**src/rtl/fmap_readback.sv**
```systemverilog
// ---------------------------------------------------------------------------
// fmap_readback
// Reads one PIX_W x PIX_H feature map (row-major bytes at BASE_ADDR) out of
// the shared display BRAM and streams it column by column over a valid/ready
// handshake. For each column, every row is read with one BRAM read per cycle.
// The results are gathered in a column buffer. The full column is presented
// once the last row has landed.
//
// Ports
//   clk, rst        clock, asynchronous active-high reset
//   start           1-cycle request to read one full map (honoured in IDLE only)
//   busy            high from start acceptance until the done cycle
//   bram_en/addr    registered BRAM read request, one address per cycle
//   bram_rdata      BRAM data, valid RD_LAT cycles after the request
//   valid_col       column available on data_col
//   ready_col       consumer accepts the column
//   data_col        row r in [r*24 +: 24], pixel MSB-aligned, low bits zero
//   done            1-cycle pulse after the last column is accepted
// ---------------------------------------------------------------------------
module fmap_readback #(
  parameter int PIX_W     = 24,
  parameter int PIX_H     = 24,
  parameter int BASE_ADDR = 0,
  parameter int PIX_BITS  = 8,
  parameter int RD_LAT    = 1
) (
  input  logic                  clk,
  input  logic                  rst,
  input  logic                  start,
  output logic                  busy,
  output logic                  bram_en,
  output logic [15:0]           bram_addr,
  input  logic [PIX_BITS-1:0]   bram_rdata,
  output logic                  valid_col,
  input  logic                  ready_col,
  output logic [PIX_H*24-1:0]   data_col,
  output logic                  done
);

  localparam int CW = $clog2((PIX_W > 2) ? PIX_W : 2);
  localparam int RW = $clog2((PIX_H > 2) ? PIX_H : 2);
  localparam logic [CW-1:0] LAST_COL = CW'(PIX_W - 1);
  localparam logic [RW-1:0] LAST_ROW = RW'(PIX_H - 1);

  // Parameter legality, checked at elaboration.
  if (BASE_ADDR + PIX_W * PIX_H > 65536) begin : g_bad_map
    $error("fmap_readback: BASE_ADDR + PIX_W*PIX_H exceeds 16-bit address space");
  end
  if (RD_LAT < 1 || RD_LAT > 3) begin : g_bad_lat
    $error("fmap_readback: RD_LAT must be 1..3");
  end
  if (PIX_BITS < 1 || PIX_BITS > 24) begin : g_bad_bits
    $error("fmap_readback: PIX_BITS must be 1..24");
  end

  typedef enum logic [1:0] {IDLE = 2'd0, READ = 2'd1, PRESENT = 2'd2} state_t;

  state_t                         state_q, state_d;
  logic                           busy_q, busy_d;
  logic                           en_q, en_d;
  logic                           valid_q, valid_d;
  logic                           done_q, done_d;
  logic [15:0]                    addr_q, addr_d;
  logic [CW-1:0]                  col_q, col_d;
  logic [RW-1:0]                  row_q, row_d;     // row of the address on bram_addr
  logic [RD_LAT-1:0]              pv_q, pv_d;       // read-in-flight valid pipeline
  logic [RD_LAT-1:0][RW-1:0]      prow_q, prow_d;   // row index travelling with each read
  logic [PIX_H-1:0][PIX_BITS-1:0] buf_q, buf_d;     // column buffer

  always_comb begin
    state_d = state_q;
    busy_d  = busy_q;
    en_d    = en_q;
    valid_d = valid_q;
    done_d  = 1'b0;
    addr_d  = addr_q;
    col_d   = col_q;
    row_d   = row_q;
    buf_d   = buf_q;

    // The pipeline tracks each issued read so its data lands in the right row.
    pv_d[0]   = en_q;
    prow_d[0] = row_q;
    for (int k = 1; k < RD_LAT; k++) begin
      pv_d[k]   = pv_q[k-1];
      prow_d[k] = prow_q[k-1];
    end

    case (state_q)
      IDLE: begin
        if (start) begin
          state_d = READ;
          busy_d  = 1'b1;
          col_d   = '0;
          row_d   = '0;
          en_d    = 1'b1;
          addr_d  = 16'(BASE_ADDR);
        end
      end

      READ: begin
        if (en_q) begin
          if (row_q == LAST_ROW) begin
            en_d = 1'b0;
          end else begin
            row_d  = row_q + RW'(1);
            addr_d = addr_q + 16'(PIX_W);
          end
        end
        if (pv_q[RD_LAT-1]) begin
          buf_d[prow_q[RD_LAT-1]] = bram_rdata;
          if (prow_q[RD_LAT-1] == LAST_ROW) begin
            state_d = PRESENT;
            valid_d = 1'b1;
          end
        end
      end

      PRESENT: begin
        // valid_col is always high here, so ready_col alone completes the handshake.
        if (ready_col) begin
          valid_d = 1'b0;
          if (col_q == LAST_COL) begin
            state_d = IDLE;
            busy_d  = 1'b0;
            done_d  = 1'b1;
          end else begin
            state_d = READ;
            col_d   = col_q + CW'(1);
            row_d   = '0;
            en_d    = 1'b1;
            addr_d  = 16'(BASE_ADDR + int'(col_q) + 1);
          end
        end
      end

      default: state_d = IDLE;
    endcase
  end

  always_ff @(posedge clk or posedge rst) begin
    if (rst) begin
      state_q <= IDLE;
      busy_q  <= 1'b0;
      en_q    <= 1'b0;
      valid_q <= 1'b0;
      done_q  <= 1'b0;
      addr_q  <= '0;
      col_q   <= '0;
      row_q   <= '0;
      pv_q    <= '0;
      prow_q  <= '0;
      buf_q   <= '0;
    end else begin
      state_q <= state_d;
      busy_q  <= busy_d;
      en_q    <= en_d;
      valid_q <= valid_d;
      done_q  <= done_d;
      addr_q  <= addr_d;
      col_q   <= col_d;
      row_q   <= row_d;
      pv_q    <= pv_d;
      prow_q  <= prow_d;
      buf_q   <= buf_d;
    end
  end

  assign busy      = busy_q;
  assign bram_en   = en_q;
  assign bram_addr = addr_q;
  assign valid_col = valid_q;
  assign done      = done_q;

  for (genvar gi = 0; gi < PIX_H; gi++) begin : g_col
    assign data_col[gi*24 +: 24] = 24'(buf_q[gi]) << (24 - PIX_BITS);
  end

endmodule

```
**config.mk**
```make
export PLATFORM = sky130hd
export DESIGN_NAME = fmap_readback
export DESIGN_NICKNAME = d
export VERILOG_FILES = /design/src/rtl/fmap_readback.sv
export SDC_FILE = /design/constraint.sdc
export NUM_CORES = 1
export LEC_CHECK = 0
export CELL_PAD_IN_SITES_DETAIL_PLACEMENT = 1
export CELL_PAD_IN_SITES_GLOBAL_PLACEMENT = 1
export CORE_AREA = 4 4 236 238
export DETAILED_ROUTE_END_ITERATION = 16
export DIE_AREA = 0 0 240 242
export GPL_TIMING_DRIVEN = 1
export PLACE_DENSITY = 0.65
export SLEW_MARGIN = 20
export SYNTH_ARGS = -nofsm -noshare
export SYNTH_HDL_FRONTEND = slang
export SYNTH_SLANG_ARGS = --single-unit
```
**constraint.sdc**
```tcl
create_clock -name clk -period 9.5 [get_ports clk]
set_clock_uncertainty 0.05 [all_clocks]
set_input_delay 1.9 -clock clk [delete_from_list [all_inputs] [get_ports clk]]
set_output_delay 1.9 -clock clk [all_outputs]
set_load 0.03 [all_outputs]
```
==> results.cfg, run 1 <==
; generated from flow reports
[run_status]
outcome = complete, no violations

[synthesis]
simple_gate_share_pct = 5.02
yosysWarnings = 0
yosys_cells = 1037
xor_share_pct = 0.143
ys_seq_share_pct = 46.9
synthCells = 1037
ys_sh_aoi_pct = 3.66
ys_async_sr_fraction_pct = 100
yosysMostFrequentCell = buf_4
netlist_logic_family_top = buffers and inverters
synth.area.top_cells = dfrtp_1 47%, buf_4 23%, mux2_2 18%
numSynthFlops = 230
adder_share_pct = 0.917
ys_chip_area_um2 = 12300

[place]
routabilityCongestion = 0.736
detailed_place.area_um2 = 13900

[layout]
syn_to_final_growth_pct = 19.5
drive_gt1_share_pct = 19.2
seq_cells = 230
comb_share_pct = 33.4
clkbuf_count = 35
bufAreaShareNonClock_pct = 15.6
seq_share_pct = 39.2
nMultiInputCombCells = 761
finalNonFillerCells = 1974
lay_top_count = conb_1
largest_register_ffs = 192
seq_area_um2 = 5760
inv_count = 13
final-clk-cell-share_pct = 5.50

[worst_setup_path]
r2r_cells = 6
cp_slowest_cell = or4_4
crit_start = ready_col
critPathBufInv = 1
crit_end = bram_addr[11]
r2r_slack_ns = 6.11
cpPeakStageDelay_ns = 0.68
reg2reg_from = state_q[1]
r2r_end = data_col[167]
cp_max_fo = 19
crit_family = simple AND/OR/NAND/NOR gates
cp_num_cells = 5
arrival_ns = 4.12

[global_routing]
grt_max_degree = 82
grt_pass1_wl_um = 49800
grt_use_met1_pct = 12.8
grt.overflow.total = 0
grt.busiest_layer = met2
grt_pass1_vias = 7783

[timing]
setup_slack_ns = 5.75
relSlewSlack_pct = 36.1
setup_viol = 0
hold_slack_ns = 0.401
final.setup.tns_ns = 0
post-route-period-util_pct = 39.5
max_freq_mhz = 266

[route]
via_per_inst = 3.70
postRouteAntennaNets = 0
drt_pass1_iterations = 4
m1WireLength_um = 13500
drc_errors = 0

[power]
pg_comb_uw = 1410
p_seq_uw = 1300
p_clk_uw = 974
p_leak_uw = 0.00680
power.total_uw = 3680
netSwitchingFraction_pct = 38.7
p_int_uw = 2260
comb_power_share_pct = 38.2
p_per_area_nw_per_um2 = 251

[floorplan]
die_y_um = 242
initCoreUtil_pct = 22.9
tap_cells = 696
ioPinCount = 608

[clocking]
post_cts_resize_count = 0
clock_tree.htree_level_count = 1
cts.path.max_buffers = 3
clk_latency_ns = 0.52
cts-root-buf = clkbuf_16

[flow_run]
cap_violations = 0
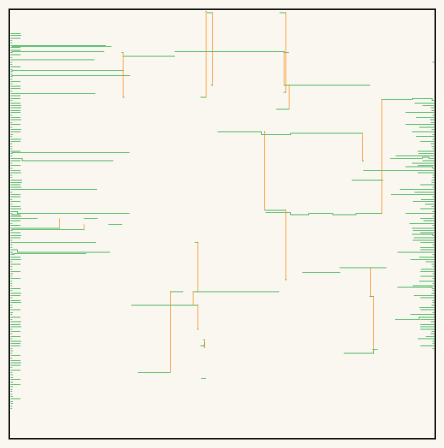
Fig. 1. Routed metal, one colour a layer (run 1).
Two of the layers only.
Key: orange = met4 [wire length 508 um]; green = met3 [wire length 2,650 um]

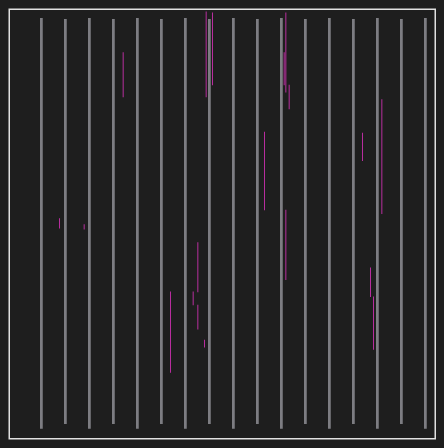
Fig. 2. Signal wires on met4 (run 1).
Supply wires on this layer in grey.
The wires run mostly vertical. The layer holds 1.5% of the routed length. 11 nets have wire on it.
WL final: 33,900 um
detailed-route via count: 7,297

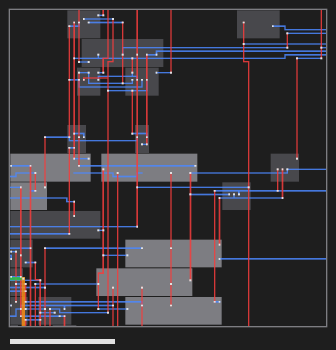
Fig. 3. A small window of the routed layout (run 1).
Scale bar: 10 um. Window x 105 to 135, y 106 to 136 um. Cells in grey, sequential cells in the stronger grey; small squares are vias.
Key: red = met2; blue = met1; green = met3; orange = met4
18 logic cells have their middle in the window. Most frequent: dfrtp_1 (5). Sequential cells in the window: 5. Netlist names of flops here include prow_q (5).

Fig. 4: run 1, M1 wires
Supply wires on this layer in grey.
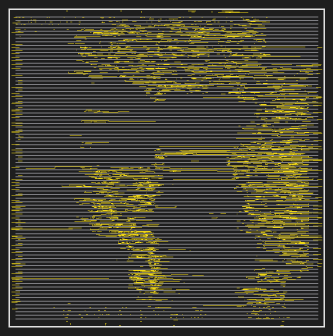

==> run 1 -> run 2 <==
==> constraint.sdc (replaced) <==
create_clock -name clk -period 3.63 [get_ports clk]
set_clock_uncertainty 0.05 [all_clocks]
set_input_delay 0.726 -clock clk [delete_from_list [all_inputs] [get_ports clk]]
set_output_delay 0.726 -clock clk [all_outputs]
set_load 0.03 [all_outputs]
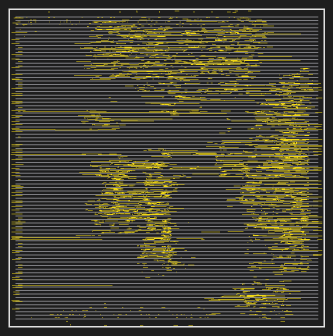
Fig. 5. M1 wires (run 2).
Supply wires on this layer in grey.
1,018 nets have wire on it. The wires run mostly horizontal.
detailed-route via count: 7,416
WL final: 34,400 um

==> run 2 against run 1 <==
  * Utilization is 0.32 points higher
  * Cell count up 0.86%
  * Hold slack worse by 0.016 ns
  * Final area grew 1.2%
  * Die size stayed put
  * Synthesized cell count did not move
  * Global-route usage up 0.26 points
==> results.cfg, run 2 <==
; generated from flow reports
[worst_setup_path]
crit_start = state_q[0]
reg2reg_from = state_q[0]
arrival_ns = 3.09
crit_end = bram_addr[12]
cpPeakStageDelay_ns = 0.68
critPathBufInv = 1
cp_max_fo = 19

[synthesis]
adder_share_pct = 0.917
synth.area.top_cells = dfrtp_1 47%, buf_4 23%, mux2_2 18%
yosys_cells = 1037
simple_gate_share_pct = 5.02
yosysWarnings = 0
ys_sh_aoi_pct = 3.66
ys_async_sr_fraction_pct = 100
ys_chip_area_um2 = 12300

[run_status]
outcome = complete, no violations

[layout]
finalNonFillerCells = 1991
largest_register_ffs = 192
bufAreaShareNonClock_pct = 16.2
inv_count = 13
seq_cells = 230
final-clk-cell-share_pct = 5.84
nMultiInputCombCells = 761
seq_area_um2 = 5760
drive_gt1_share_pct = 20.2

[place]
detailed_place.area_um2 = 14000
routabilityCongestion = 0.696

[floorplan]
die_y_um = 242
initCoreUtil_pct = 22.9
ioPinCount = 608

[power]
p_leak_uw = 0.00690
power.total_uw = 9750
netSwitchingFraction_pct = 38.9
comb_power_share_pct = 37.9
p_int_uw = 5960
p_seq_uw = 3410

[route]
m1WireLength_um = 13700
drc_errors = 0
postRouteAntennaNets = 0

[global_routing]
grt_max_degree = 96
grt_pass1_vias = 7988
grt_use_met1_pct = 13.4

[clocking]
cts.path.max_buffers = 3
post_cts_resize_count = 0
cts-root-buf = clkbuf_16

[timing]
relSlewSlack_pct = 34.8
setup_viol = 0
setup_slack_ns = 0.920
max_freq_mhz = 369

[flow_run]
cap_violations = 0
Fig. 6: run 2, routed metal, one colour a layer
Two of the layers only.
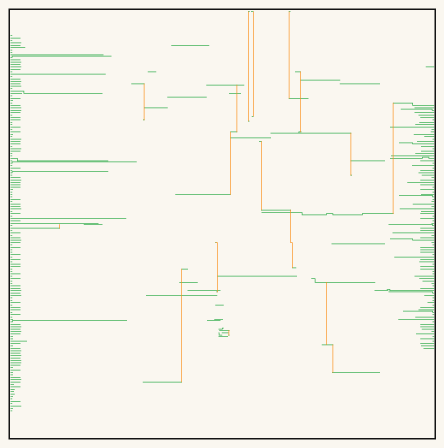

==> run 2 -> run 3 <==
==> constraint.sdc (replaced) <==
create_clock -name clk -period 2.5 [get_ports clk]
set_clock_uncertainty 0.05 [all_clocks]
set_input_delay 0.5 -clock clk [delete_from_list [all_inputs] [get_ports clk]]
set_output_delay 0.5 -clock clk [all_outputs]
set_load 0.03 [all_outputs]
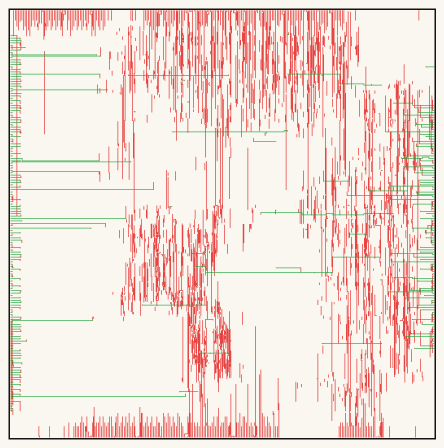
Fig. 7. Routed metal, one colour a layer (run 3).
Two of the layers only.
Key: red = met2 [wire length 17,900 um]; green = met3 [wire length 2,640 um]
post-DR wirelength/cell: 17.2 um
GRT Overall Usage: 10.9%
WL final: 34,500 um

==> run 3 against run 2 <==
  * Critical path depth decreased by 5
  * Die size stayed put
  * Sequential share of layout area is 0.41 points lower
  * Utilization rose by 0.31 points
  * Area after synthesis unchanged
  * Register-to-register slack got worse by 0.74 ns
  * Total power up 45%
  * Global-route usage decreased by 0.12 points
  * Combinational power increased by 48%
  * First-iteration DRC count grew 9.3%
  * Critical path type is now register to output port
==> results.cfg, run 3 <==
; generated from flow reports
[layout]
lay_top_count = conb_1
syn_to_final_growth_pct = 22.3
finalNonFillerCells = 2010
seq_share_pct = 38.3
clkbuf_count = 34
comb_share_pct = 32.8
nNonClkBuffers = 266
final-clk-cell-share_pct = 5.37
seq_area_um2 = 5760
layout_top_cells = 384 x conb_1, 229 x dfrtp_1, 223 x clkdlybuf4s50_1
nMultiInputCombCells = 761
seq_cells = 230
largest_register_ffs = 192
fin_area_um2 = 15000
inv_count = 13
bufAreaShareNonClock_pct = 17.3
drive_gt1_share_pct = 22.0
antenna_cells = 2

[synthesis]
synth.largest_area_cell = dfrtp_1
synth.area.top_cells = dfrtp_1 47%, buf_4 23%, mux2_2 18%
netlist_logic_family_top = buffers and inverters
flop_cell = dfrtp_1
xor_share_pct = 0.143
ys_async_sr_fraction_pct = 100
mux_share_pct = 18.4
simple_gate_share_pct = 5.02
yosys_cells = 1037
ys_sh_aoi_pct = 3.66
ys_seq_share_pct = 46.9
yosysWarnings = 0
adder_share_pct = 0.917
ys_chip_area_um2 = 12300

[run_status]
outcome = complete, no violations

[worst_setup_path]
crit_required_ns = 1.95
reg2reg_from = state_q[1]
crit_end = bram_en
critPathBufInv = 1
cpPeakStageDelay_ns = 0.78
r2r_end = bram_addr[12]
cp_max_fo = 4
cp_num_cells = 1
cp_slowest_cell = clkdlybuf4s50_1
crit_start = bram_en
cp_cell_sequence = clkdlybuf4s50_1
arrival_ns = 1.78

[place]
detailed_place.area_um2 = 14200
routabilityCongestion = 0.733

[timing]
slew_violations = 0
setup_viol = 0
relSlewSlack_pct = 48.5
worst_pin_slew_ns = 0.771
max_freq_mhz = 430
setup_slack_ns = 0.174

[route]
wl_met2_um = 17900
drc_errors = 0
vias = 7469
postRouteAntennaNets = 0
topRoutingLayerUsed = met4
via_per_inst = 3.72
m1WireLength_um = 13300

[clocking]
post_cts_resize_count = 2
cts_tree = done
cts.path.max_buffers = 3
cts-root-buf = clkbuf_16

[floorplan]
fp.dieArea_um2 = 58100
tap_cells = 696
ioPinCount = 608
core-area_um2 = 53600
initCoreUtil_pct = 22.9
die_y_um = 242
rows = 85

[power]
comb_power_share_pct = 38.9
p_leak_uw = 0.00699
seq_power_share_pct = 35.2
clock_power_share_pct = 25.9
maxPowerGroup = combinational logic
p_int_uw = 8640
vdd_drop_max_mv = 0.362
power.total_uw = 14100
p_seq_uw = 4970
netSwitchingFraction_pct = 38.9

[worst_hold_path]
worst_hold_path_type = input pin to asynchronous set/reset pin

[global_routing]
grt_max_degree = 74
antenna_found_initial = 0
grt_use_met1_pct = 12.7
grt_use_met3_pct = 2.80
grt_pass1_vias = 7947
grt_pass1_wl_um = 50400

[flow_run]
cap_violations = 0
Power and IR drop assume default switching activity.
